<file path="config.mk">
export PLATFORM = sky130hd
export DESIGN_NAME = regfile_wb_writer_flat
export DESIGN_NICKNAME = d
export VERILOG_FILES = /design/src/rtl/regfile_wb_writer_pkg.sv /design/src/rtl/regfile_wb_writer_if.sv /design/src/rtl/regfile_wb_writer_load_fifo.sv /design/src/rtl/regfile_wb_writer.sv /design/src/flat_wrapper.sv
export SDC_FILE = /design/constraint.sdc
export NUM_CORES = 1
export LEC_CHECK = 0
export ABC_AREA = 0
export CAP_MARGIN = 10
export CORE_UTILIZATION = 35
export DETAILED_ROUTE_END_ITERATION = 7
export PLACE_DENSITY = 0.6
export SETUP_SLACK_MARGIN = 0.02
export SLEW_MARGIN = 20
export SYNTH_ARGS = -nofsm -noshare
export SYNTH_HDL_FRONTEND = slang
export SYNTH_HIERARCHICAL = 1
export SYNTH_SLANG_ARGS = --single-unit
</file>
<file path="constraint.sdc">
create_clock -name clk -period 3.55 [get_ports clk]
set_input_delay 1.065 -clock clk [delete_from_list [all_inputs] [get_ports clk]]
set_output_delay 1.065 -clock clk [all_outputs]
set_load 0.005 [all_outputs]
</file>
<file path="src/rtl/regfile_wb_writer_pkg.sv">
// Shared types for the register file writeback writer:
// data width, register address width, grant states and the writeback item.
package wb_pkg;
    localparam int XLEN       = 64;
    localparam int REG_ADDR_W = 5;

    typedef enum logic {
        ALU_PRI,
        FORCE_LD
    } grant_state_t;

    typedef struct packed {
        logic [REG_ADDR_W-1:0] rd;
        logic [XLEN-1:0]       data;
    } wb_item_t;
endpackage

</file>
<file path="src/rtl/regfile_wb_writer_if.sv">
// ALU request, load return and register file write port bundle.
// The master side drives the requests; the writer is the slave.
interface regfile_wb_writer_if
    import wb_pkg::*;
#(
    parameter int DEPTH = 4
);
    logic                  alu_valid;
    logic                  alu_ready;
    logic [REG_ADDR_W-1:0] alu_rd;
    logic [XLEN-1:0]       alu_data;
    logic                  ld_valid;
    logic                  ld_ready;
    logic [REG_ADDR_W-1:0] ld_rd;
    logic [XLEN-1:0]       ld_data;
    logic                  rf_rw;
    logic [REG_ADDR_W-1:0] rf_rd;
    logic [XLEN-1:0]       rf_wd;
    logic [31:0]           pending_mask;
    logic [$clog2(DEPTH):0] fifo_count;

    modport master (
        output alu_valid, alu_rd, alu_data,
        output ld_valid, ld_rd, ld_data,
        input  alu_ready, ld_ready,
        input  rf_rw, rf_rd, rf_wd,
        input  pending_mask, fifo_count
    );

    modport slave (
        input  alu_valid, alu_rd, alu_data,
        input  ld_valid, ld_rd, ld_data,
        output alu_ready, ld_ready,
        output rf_rw, rf_rd, rf_wd,
        output pending_mask, fifo_count
    );
endinterface

</file>
<file path="src/rtl/regfile_wb_writer_load_fifo.sv">
// Circular load-return buffer; exposes per-entry rd/valid so the
// writer can build the pending-load mask.
module wb_load_fifo
    import wb_pkg::*;
#(
    parameter int DEPTH = 4
) (
    input  logic                   clk,
    input  logic                   reset,
    input  logic                   push,
    input  wb_item_t               push_item,
    input  logic                   pop,
    output wb_item_t               head,
    output logic                   full,
    output logic                   empty,
    output logic [$clog2(DEPTH):0] count,
    output logic [DEPTH-1:0][REG_ADDR_W-1:0] ent_rd,
    output logic [DEPTH-1:0]       ent_vld
);
    localparam int AW = $clog2(DEPTH);

    wb_item_t        mem [DEPTH];
    logic [AW-1:0]   wptr;
    logic [AW-1:0]   rptr;
    logic [AW:0]     cnt;
    logic [DEPTH-1:0] vld;

    assign head    = mem[rptr];
    assign full    = (cnt == (AW+1)'(DEPTH));
    assign empty   = (cnt == '0);
    assign count   = cnt;
    assign ent_vld = vld;

    for (genvar i = 0; i < DEPTH; i++) begin : g_ent
        assign ent_rd[i] = mem[i].rd;
    end

    always_ff @(posedge clk) begin
        if (push) begin
            mem[wptr] <= push_item;
        end
    end

    // Push after pop so a full-FIFO slot reuse keeps its valid bit.
    always_ff @(posedge clk) begin
        if (!reset) begin
            wptr <= '0;
            rptr <= '0;
            cnt  <= '0;
            vld  <= '0;
        end else begin
            if (pop) begin
                rptr      <= rptr + 1'b1;
                vld[rptr] <= 1'b0;
            end
            if (push) begin
                wptr      <= wptr + 1'b1;
                vld[wptr] <= 1'b1;
            end
            cnt <= cnt + (AW+1)'(push) - (AW+1)'(pop);
        end
    end
endmodule

</file>
<file path="src/rtl/regfile_wb_writer.sv">
// Merges ALU results and buffered load returns onto the register file
// write port. Optional WB_BYPASS_EN lets a load skip an empty FIFO.
module regfile_wb_writer
    import wb_pkg::*;
#(
    parameter int DEPTH      = 4,
    parameter int STARVE_MAX = 3,
    parameter int XLEN       = wb_pkg::XLEN
) (
    input  logic                clk,
    input  logic                reset,
    regfile_wb_writer_if.slave  wb
);
    localparam int CW = $clog2(STARVE_MAX + 1);

    grant_state_t          state;
    logic [CW-1:0]         cnt;
    logic [CW-1:0]         cnt_n;
    wb_item_t              head;
    wb_item_t              sel;
    wb_item_t              ld_item;
    logic                  full;
    logic                  empty;
    logic                  push;
    logic                  pop;
    logic                  alu_g;
    logic                  byp;
    logic                  grant;
    logic [$clog2(DEPTH):0] count;
    logic [DEPTH-1:0][REG_ADDR_W-1:0] ent_rd;
    logic [DEPTH-1:0]      ent_vld;
    logic [31:0]           mask;
    logic                  rw_q;
    logic [REG_ADDR_W-1:0] rd_q;
    logic [XLEN-1:0]       wd_q;

    assign ld_item.rd   = wb.ld_rd;
    assign ld_item.data = wb.ld_data;

    assign alu_g = (state == ALU_PRI) && wb.alu_valid;
    assign pop   = !empty && ((state == FORCE_LD) || !wb.alu_valid);

`ifdef WB_BYPASS_EN
    assign byp = empty && !wb.alu_valid && (state == ALU_PRI)
                 && wb.ld_valid;
`else
    assign byp = 1'b0;
`endif

    assign grant        = alu_g || pop || byp;
    assign wb.alu_ready = (state == ALU_PRI);
    assign wb.ld_ready  = !full || pop;
    assign push         = wb.ld_valid && wb.ld_ready && !byp;

    wb_load_fifo #(.DEPTH(DEPTH)) u_fifo (
        .clk       (clk),
        .reset     (reset),
        .push      (push),
        .push_item (ld_item),
        .pop       (pop),
        .head      (head),
        .full      (full),
        .empty     (empty),
        .count     (count),
        .ent_rd    (ent_rd),
        .ent_vld   (ent_vld)
    );

    always_comb begin
        sel = ld_item;
        unique case (1'b1)
            alu_g: begin
                sel.rd   = wb.alu_rd;
                sel.data = wb.alu_data;
            end
            pop:     sel = head;
            default: sel = ld_item;
        endcase
    end

    always_comb begin
        mask = '0;
        for (int i = 0; i < DEPTH; i++) begin
            if (ent_vld[i] && (ent_rd[i] != '0)) begin
                mask[ent_rd[i]] = 1'b1;
            end
        end
    end

    // Counter only runs while ALU grants keep a non-empty FIFO waiting.
    always_comb begin
        cnt_n = cnt;
        if (pop || empty) begin
            cnt_n = '0;
        end else if (alu_g) begin
            cnt_n = cnt + 1'b1;
        end
    end

    always_ff @(posedge clk) begin
        if (!reset) begin
            state <= ALU_PRI;
            cnt   <= '0;
            rw_q  <= 1'b0;
            rd_q  <= '0;
            wd_q  <= '0;
        end else begin
            cnt <= cnt_n;
            if (state == FORCE_LD) begin
                state <= ALU_PRI;
            end else if (cnt_n == CW'(STARVE_MAX)) begin
                state <= FORCE_LD;
            end
            rw_q <= grant && (sel.rd != '0);
            if (grant) begin
                rd_q <= sel.rd;
                wd_q <= sel.data;
            end
        end
    end

    assign wb.rf_rw        = rw_q;
    assign wb.rf_rd        = rd_q;
    assign wb.rf_wd        = wd_q;
    assign wb.pending_mask = mask;
    assign wb.fifo_count   = count;
endmodule

</file>
<file path="src/flat_wrapper.sv">
// flat-port wrapper written by rule: the top's interface ports become plain ports
module regfile_wb_writer_flat import wb_pkg::*;
#(
    parameter int DEPTH      = 4,
    parameter int STARVE_MAX = 3,
    parameter int XLEN       = wb_pkg::XLEN
)
  (clk, reset, wb_alu_valid, wb_alu_rd, wb_alu_data, wb_ld_valid, wb_ld_rd, wb_ld_data, wb_alu_ready, wb_ld_ready, wb_rf_rw, wb_rf_rd, wb_rf_wd, wb_pending_mask, wb_fifo_count);
  regfile_wb_writer_if #(.DEPTH(DEPTH)) wb_i ();
  input  logic clk;
  input  logic reset;
  input wire logic [$bits(wb_i.alu_valid)-1:0] wb_alu_valid;
  input wire logic [$bits(wb_i.alu_rd)-1:0] wb_alu_rd;
  input wire logic [$bits(wb_i.alu_data)-1:0] wb_alu_data;
  input wire logic [$bits(wb_i.ld_valid)-1:0] wb_ld_valid;
  input wire logic [$bits(wb_i.ld_rd)-1:0] wb_ld_rd;
  input wire logic [$bits(wb_i.ld_data)-1:0] wb_ld_data;
  output wire logic [$bits(wb_i.alu_ready)-1:0] wb_alu_ready;
  output wire logic [$bits(wb_i.ld_ready)-1:0] wb_ld_ready;
  output wire logic [$bits(wb_i.rf_rw)-1:0] wb_rf_rw;
  output wire logic [$bits(wb_i.rf_rd)-1:0] wb_rf_rd;
  output wire logic [$bits(wb_i.rf_wd)-1:0] wb_rf_wd;
  output wire logic [$bits(wb_i.pending_mask)-1:0] wb_pending_mask;
  output wire logic [$bits(wb_i.fifo_count)-1:0] wb_fifo_count;
  assign wb_i.alu_valid = wb_alu_valid;
  assign wb_i.alu_rd = wb_alu_rd;
  assign wb_i.alu_data = wb_alu_data;
  assign wb_i.ld_valid = wb_ld_valid;
  assign wb_i.ld_rd = wb_ld_rd;
  assign wb_i.ld_data = wb_ld_data;
  assign wb_alu_ready = wb_i.alu_ready;
  assign wb_ld_ready = wb_i.ld_ready;
  assign wb_rf_rw = wb_i.rf_rw;
  assign wb_rf_rd = wb_i.rf_rd;
  assign wb_rf_wd = wb_i.rf_wd;
  assign wb_pending_mask = wb_i.pending_mask;
  assign wb_fifo_count = wb_i.fifo_count;
  regfile_wb_writer #(.DEPTH(DEPTH), .STARVE_MAX(STARVE_MAX), .XLEN(XLEN)) u_core (.clk(clk), .reset(reset), .wb(wb_i));
endmodule
</file>
**Run 1: signal wires on met1**

Scale bar: 50 um. Supply wires on this layer in grey.
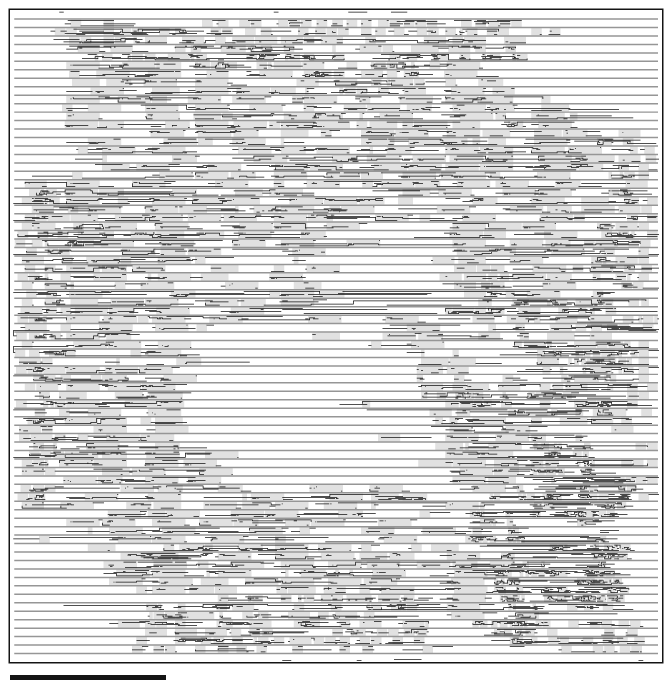
wire length on this layer: 15,400 um
main direction: horizontal
share of all routed wire: 44%
detailed-route via count: 8,858
final wirelength: 35,300 um

**Run 1: wiring by layer**

Two of the layers only.
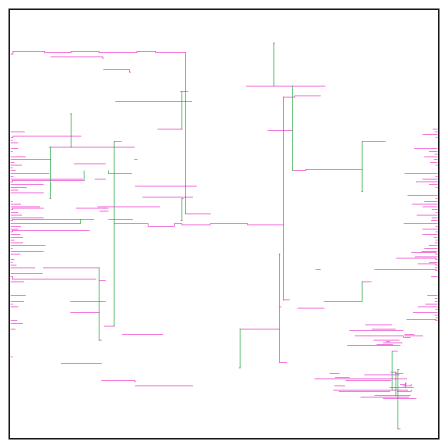
legend:
  met3:
    colour: magenta
    wire_length: 2,120 um
  met4:
    colour: green
    wire_length: 613 um
Global Route Usage Sum: 0.162
routed wirelength normalized by instance count: 20.4 um

==> results.txt, run 1 <==
Results of the full flow below.

Run status:
- The flow ran to the end, and the final reports show no timing, DRC or antenna violations.

Critical path:
- The run puts the longest individual stage delay on the worst path at 0.57 ns.
- The run puts the number of buffer and inverter instances along the worst setup path at 1.
- STA reports a reg2reg setup slack of 1.14 ns.
- The run gives the critical path endpoint category as a primary output.
- In this run the critical path is formed by nor2_1 -> a22oi_1 -> o221ai_1 -> clkdlybuf4s50_1.
- The run gives the source of the worst register-to-register timing path as u_core/u_fifo/count[1].
- The run puts the endpoint arrival time on the critical path at 2.37 ns.
- The run gives the sort of element at the start of the critical path as a flip-flop.

Timing:
- The run gives the remaining max-slew budget at the tightest pin as 0.426.
- The run gives the final count of pins violating max slew as 0.
- For the final database, setup skew stands at 0.0333 ns.
- Setup repair after global routing left no endpoint under its margin.
- The run puts the least setup slack across all paths after layout at 0.119 ns.

Yosys:
- The run puts the simple logic cell fraction of the synthesized area at 0.0541.
- The run gives the number of standard cells after synthesis as 925.
- The run gives the synthesis area per yosys as 0.0151 sq mm.
- Yosys attributes the largest share of cell area to edfxtp_1 55%, dfxtp_1 11%, mux4_2 10%.
- The run gives the total of warnings raised by yosys as 6.
- In the synthesized netlist, the cells that appear most often are 276 x edfxtp_1, 86 x dfxtp_1, 81 x nand2_1, 70 x mux2i_1, 69 x mux4_2.
- In this run, distinct cell masters in the synthesized netlist total 50.
- In this run, the synthesized area fraction spent on xor and xnor cells is recorded as 0.00323.
- The run gives the adder and majority cell fraction of the synthesized area as 0.00962.
- Per Yosys stat, the portion of area used by sequential elements is 0.663.
- The run gives the total nets after synthesis as 1,078.
- The run puts the fraction of synthesized area in multiplexers at 0.149.

Final layout:
- The layout report lists the combined flip-flop and latch area as 0.0100 sq mm.
- The most common logic cells in the final layout are 276 x edfxtp_1, 245 x clkdlybuf4s50_1, 84 x dfxtp_1, 81 x nand2_1, 70 x mux2i_1.
- Multi-input logic gates represent a cell area share of 0.234.
- The run gives the number of fill cells in the layout as 3,728.
- In the final layout, excluding clock buffers the buffer count is 274.
- The largest register by flop count is u_core/u_fifo/mem.

Pwr:
- Switching power as a fraction of the total was reported as 0.266.
- The run gives the total power divided by cell area as 662 mW/mm^2.
- The power report attributes to the sequential group a share of 0.423.

Flow run:
- The logs give a warning total of 32.
- The run puts the number of max-capacitance violations reported at 0.

CTS:
- TritonCTS built the clock tree.
- Clock tree synthesis selected as its root buffer the cell clkbuf_16.
- The run gives the number of levels in the clock H-tree as 2.
- The run gives the maximum clock path buffer count as 3.

Die:
- The run gives the horizontal die dimension as 210 um.
- The chip occupies 0.0439 sq mm.
- Per the OpenROAD floorplan log, the area of the core is 0.0422 sq mm.
- Measured along the y axis, the die boundary spans 210 um.
- The run puts the number of I/O pins at 249.

Place:
- The run puts the final weighted congestion in routability-driven placement at 0.858.

Global route:
- Routing resource usage on met2 recorded by global route was 0.266.

Hold path:
- Checking hold timing, the worst path is listed with class reg -> reg.
- The launch point of the worst min-delay path is recorded as u_core/wb.rf_rd[3].
**Run 1: nets reached from selected ports**

Scale bar: 50 um.
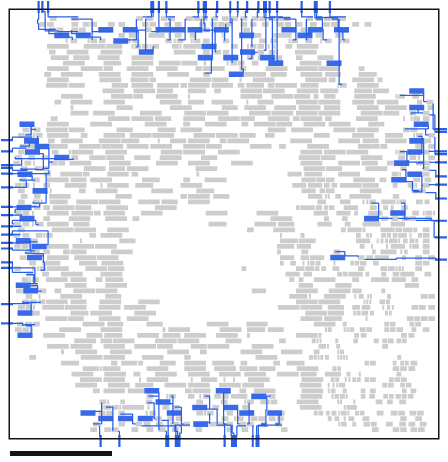
legend:
  `wb_rf_wd`:
    colour: blue
    direction: output
    end_cells: 64
    buffers: 64
    wire: 1,740 um

==> run 1 -> run 2 <==
Settings changed: SLEW_MARGIN 20 to 30.
**Run 2: wiring by layer**

Two of the layers only.
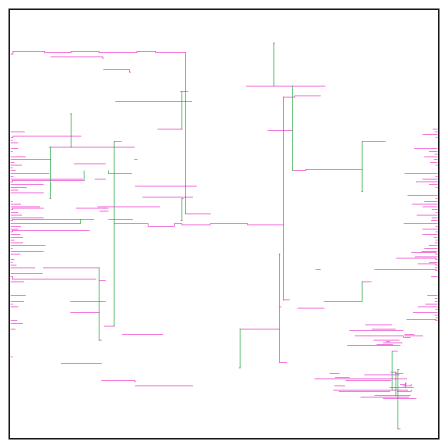
legend:
  met4:
    colour: green
    wire_length: 613 um
  met3:
    colour: magenta
    wire_length: 2,120 um

==> run 2 against run 1 <==
Utilization is the same; die size unchanged; register-to-register slack about the same; flip-flop count unchanged; fmax is the same; via count did not move; wire length unchanged; synthesized cell count stayed put; critical path type unchanged; largest cell class unchanged.
==> results.txt, run 2 <==
Results of the full flow below.

Run status:
- The run finished with clean final reports.

Timing:
- The run puts the setup skew after layout at 0.0333 ns.
- The run puts the final count of pins violating max slew at 0.
- The run gives the remaining max-slew budget at the tightest pin as 0.426.

Route:
- The run gives the final wirelength as 35,300 um.
- Once iteration 0 of detailed routing completed, the report listed 542 DRC markers.
- Per the detail_route report, routed wire per instance is 20.4 um.
- The routed layout has 8,858 vias.

Yosys:
- The commonest cells after synthesis are 276 x edfxtp_1, 86 x dfxtp_1, 81 x nand2_1, 70 x mux2i_1, 69 x mux4_2.
- The run puts the total of warnings raised by yosys at 6.
- The run puts the number of distinct standard cells referenced by the synthesized netlist at 50.
- The run puts the number of standard cells after synthesis at 925.
- The share of the Yosys chip area taken by registers is 0.663.
- Synthesis produced a netlist with a net count of 1,078.
- The run gives the fraction of synthesized area in multiplexers as 0.149.
- Of the total synthesized cell area, the portion taken by XOR and XNOR cells is 0.00323.
- The run gives the simple logic cell fraction of the synthesized area as 0.0541.
- The main area contributors are edfxtp_1 55%, dfxtp_1 11%, mux4_2 10%.
- The run puts the adder and majority cell fraction of the synthesized area at 0.00962.

Critical path:
- The report shows a maximum critical-path fanout of 7.
- STA classifies the critical path endpoint as a primary output.
- The run gives the source of the worst register-to-register timing path as u_core/u_fifo/count[1].
- Across all register-to-register paths, the minimum setup slack is 1.14 ns.
- The worst setup path is launched from a flip-flop.
- Per the post-run analysis, buffers plus inverters along the critical path come to 1.
- The run gives the endpoint arrival time on the critical path as 2.37 ns.
- On the worst path, the slowest cell contributes a delay of 0.57 ns.
- For reference, the critical path cell chain is nor2_1 -> a22oi_1 -> o221ai_1 -> clkdlybuf4s50_1.

Pwr:
- The run puts the internal power contribution at 0.00950 W.
- The run puts the switching share of power at 0.266.
- The share of total power dissipated in sequential elements is 0.423.
- The run gives the total power divided by cell area as 662 mW/mm^2.

Final layout:
- The library cells used most frequently in the layout, excluding fill and tap cells, are 276 x edfxtp_1, 245 x clkdlybuf4s50_1, 84 x dfxtp_1, 81 x nand2_1, 70 x mux2i_1.
- The final layout report lists a non-clock buffer count of 274.
- The run puts the logic share of the area at 0.234.
- More flip-flops sit in one register than any other, and that register is u_core/u_fifo/mem.
- The run puts the area of all sequential standard cells at 0.0100 sq mm.
- The run puts the number of fill cells in the layout at 3,728.

Die:
- The run puts the total core area at 0.0422 sq mm.
- The run puts the chip area at 0.0439 sq mm.
- 249 I/O pins were placed.

Global route:
- The run gives the overall global routing resource usage as 0.162.
- The run puts the fraction of met2 tracks used by global routing at 0.266.
- The initial antenna violation count came to 3.
- The run gives the wire length of the first global-routing pass as 54,200 um.
- For met1 alone, demand over resource in global routing was 0.215.

Hold path:
- The run gives the worst hold path cell count as 2.
- The worst hold path begins at u_core/wb.rf_rd[3].
- According to the hold report, the worst path is of the reg -> reg type.

CTS:
- The run gives the number of levels in the clock H-tree as 2.
- TritonCTS built the clock tree.
- The root buffer cell chosen for the clock tree is clkbuf_16.

Place:
- The run puts the final weighted congestion in routability-driven placement at 0.858.

Flow run:
- Per the run summary, max-cap violations total 0.
- Summing over the stages, the warning tally comes to 32.
==> run 2 -> run 3 <==
Settings changed: ABC_AREA 0 to not set, CTS_CLUSTER_DIAMETER set to 80, GPL_TIMING_DRIVEN set to 0.
**Run 3: wiring by layer**

Two of the layers only.
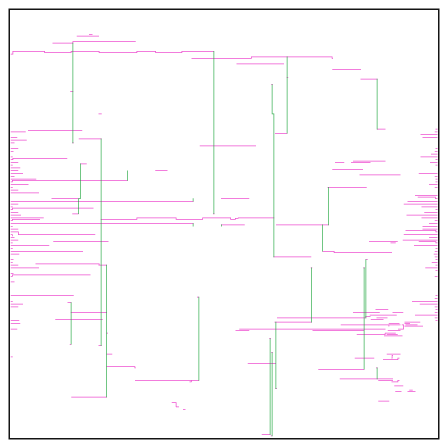
legend:
  met3:
    colour: magenta
    wire_length: 2,230 um
  met4:
    colour: green
    wire_length: 798 um
detailed-route via count: 9,158
routed wirelength normalized by instance count: 21.8 um
final wirelength: 38,800 um

==> run 3 against run 2 <==
Sequential share of layout area decreased by 0.50 points; clock skew decreased by 0.015 ns; wire length increased by 10%; non-clock buffer count increased by 52; flip-flop count unchanged; register-to-register slack got worse by 0.74 ns; clock power decreased by 8.1%; clock-buffer cell count decreased by 1; largest power group unchanged.
==> results.txt, run 3 <==
Results of the full flow below.

Yosys:
- The run gives the total of warnings raised by yosys as 6.
- The run gives the total nets after synthesis as 1,078.
- The run puts the xor/xnor cell area share of the yosys netlist at 0.00323.
- The run gives the adder and majority cell fraction of the synthesized area as 0.00962.
- The run gives the number of standard cells after synthesis as 925.
- The run gives the simple logic cell fraction of the synthesized area as 0.0541.
- In the synthesized netlist, the cells that appear most often are 276 x edfxtp_1, 86 x dfxtp_1, 81 x nand2_1, 70 x mux2i_1, 69 x mux4_2.
- For reference, the mux area share after synthesis is 0.149.
- In the post-synthesis netlist, the biggest area contributors are edfxtp_1 55%, dfxtp_1 11%, mux4_2 10%.

Timing:
- The run gives the final count of pins violating max slew as 0.
- For the final database, setup skew stands at 0.0186 ns.
- The run gives the least setup slack across all paths after layout as 0.0757 ns.
- The run puts the remaining max-slew budget at the tightest pin at 0.342.
- Setup repair after global routing could not meet its margin everywhere.

Critical path:
- Data arrives at the worst endpoint at 2.41 ns.
- The run gives the source of the worst register-to-register timing path as u_core/u_fifo/count[1].
- The run gives the sort of element at the start of the critical path as a primary input.
- The run gives the reg-to-reg setup timing slack as 0.40 ns.
- The cell sequence reported for the critical path is clkdlybuf4s50_1 -> nor2b_4 -> o21ai_1 -> clkdlybuf4s50_1.
- The worst setup path is captured at a primary output.
- In this run the worst path has a maximum fanout of 5.
- The run puts the number of buffer and inverter instances along the worst setup path at 2.

Hold path:
- The number of cells on the worst hold path is listed as 2.
- STA lists the startpoint of the worst hold path as u_core/wb.rf_rd[3].

Final layout:
- The run gives the number of nets in the finished design as 1,365.
- The run puts the area of all sequential standard cells at 0.0100 sq mm.
- Counting flops per register, the top entry is u_core/u_fifo/mem.
- Ranking logic cells in the layout by count gives the top entries 276 x edfxtp_1, 244 x clkdlybuf4s50_1, 86 x dfxtp_1, 81 x nand2_1, 70 x mux2i_1.
- The layout has 3,725 filler cells.
- The layout has 326 buffers outside the clock class.

Run status:
- The flow ran to the end, and the final reports show no timing, DRC or antenna violations.

Global route:
- The first global-routing pass estimated 58,500 um of wire.
- met1 track demand over resource after global routing is 0.235.
- The run gives the overall global routing resource usage as 0.179.
- The run puts the initial antenna violation count at 3.

Pwr:
- The run gives the switching share of power as 0.273.
- Power spread over the standard cell area amounts to 649 mW/mm^2.
- The run puts the part of the total power dissipated in sequential elements at 0.416.

Route:
- The run puts the first-iteration detailed-routing DRC count at 539.

Die:
- The floorplan step defined a core boundary enclosing 0.0422 sq mm.
- The run puts the die boundary height at 210 um.
- The run puts the horizontal die dimension at 210 um.
- The run puts the number of I/O pins at 249.
- The chip occupies 0.0439 sq mm.

CTS:
- The run puts the maximum clock path buffer count at 3.
- The run gives the clock tree from TritonCTS as yes.
- Clock tree synthesis selected as its root buffer the cell clkbuf_16.
- The run puts the number of levels in the clock H-tree at 2.

Place:
- The post-placement cell area is 0.0184 sq mm.

Flow run:
- Per the run summary, max-cap violations total 0.
- Across all stage logs, warnings added up to 34.

==> gallery <==
Sequential cells coloured by netlist name.
Scale bar: 50 um. Other sequential cells in the stronger grey, the rest of the logic in the fainter grey.
Plate I
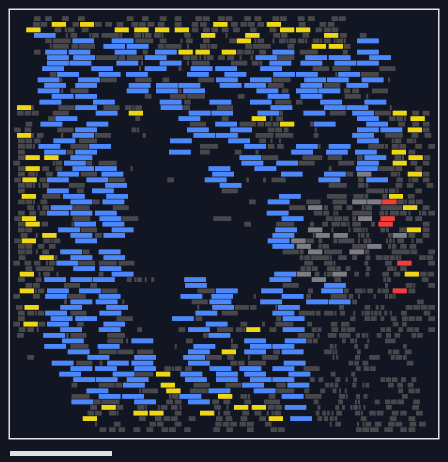
Plate II
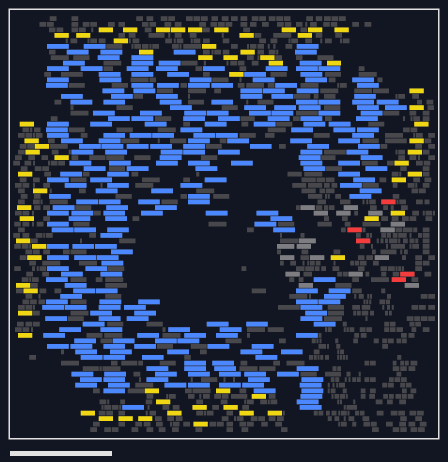
- Plate I = run 3
- Plate II = run 1

Key to Plate I:
legend:
  `u_core/u_fifo/mem`:
    colour: blue
    flops: 276
    where: all over the die
  `u_core/wb.rf_rd`:
    colour: red
    flops: 5
    where: right middle
  `u_core/wb.rf_wd`:
    colour: yellow
    flops: 64
    where: all over the die
not coloured: 17

Power is estimated from default activity; no workload was simulated.
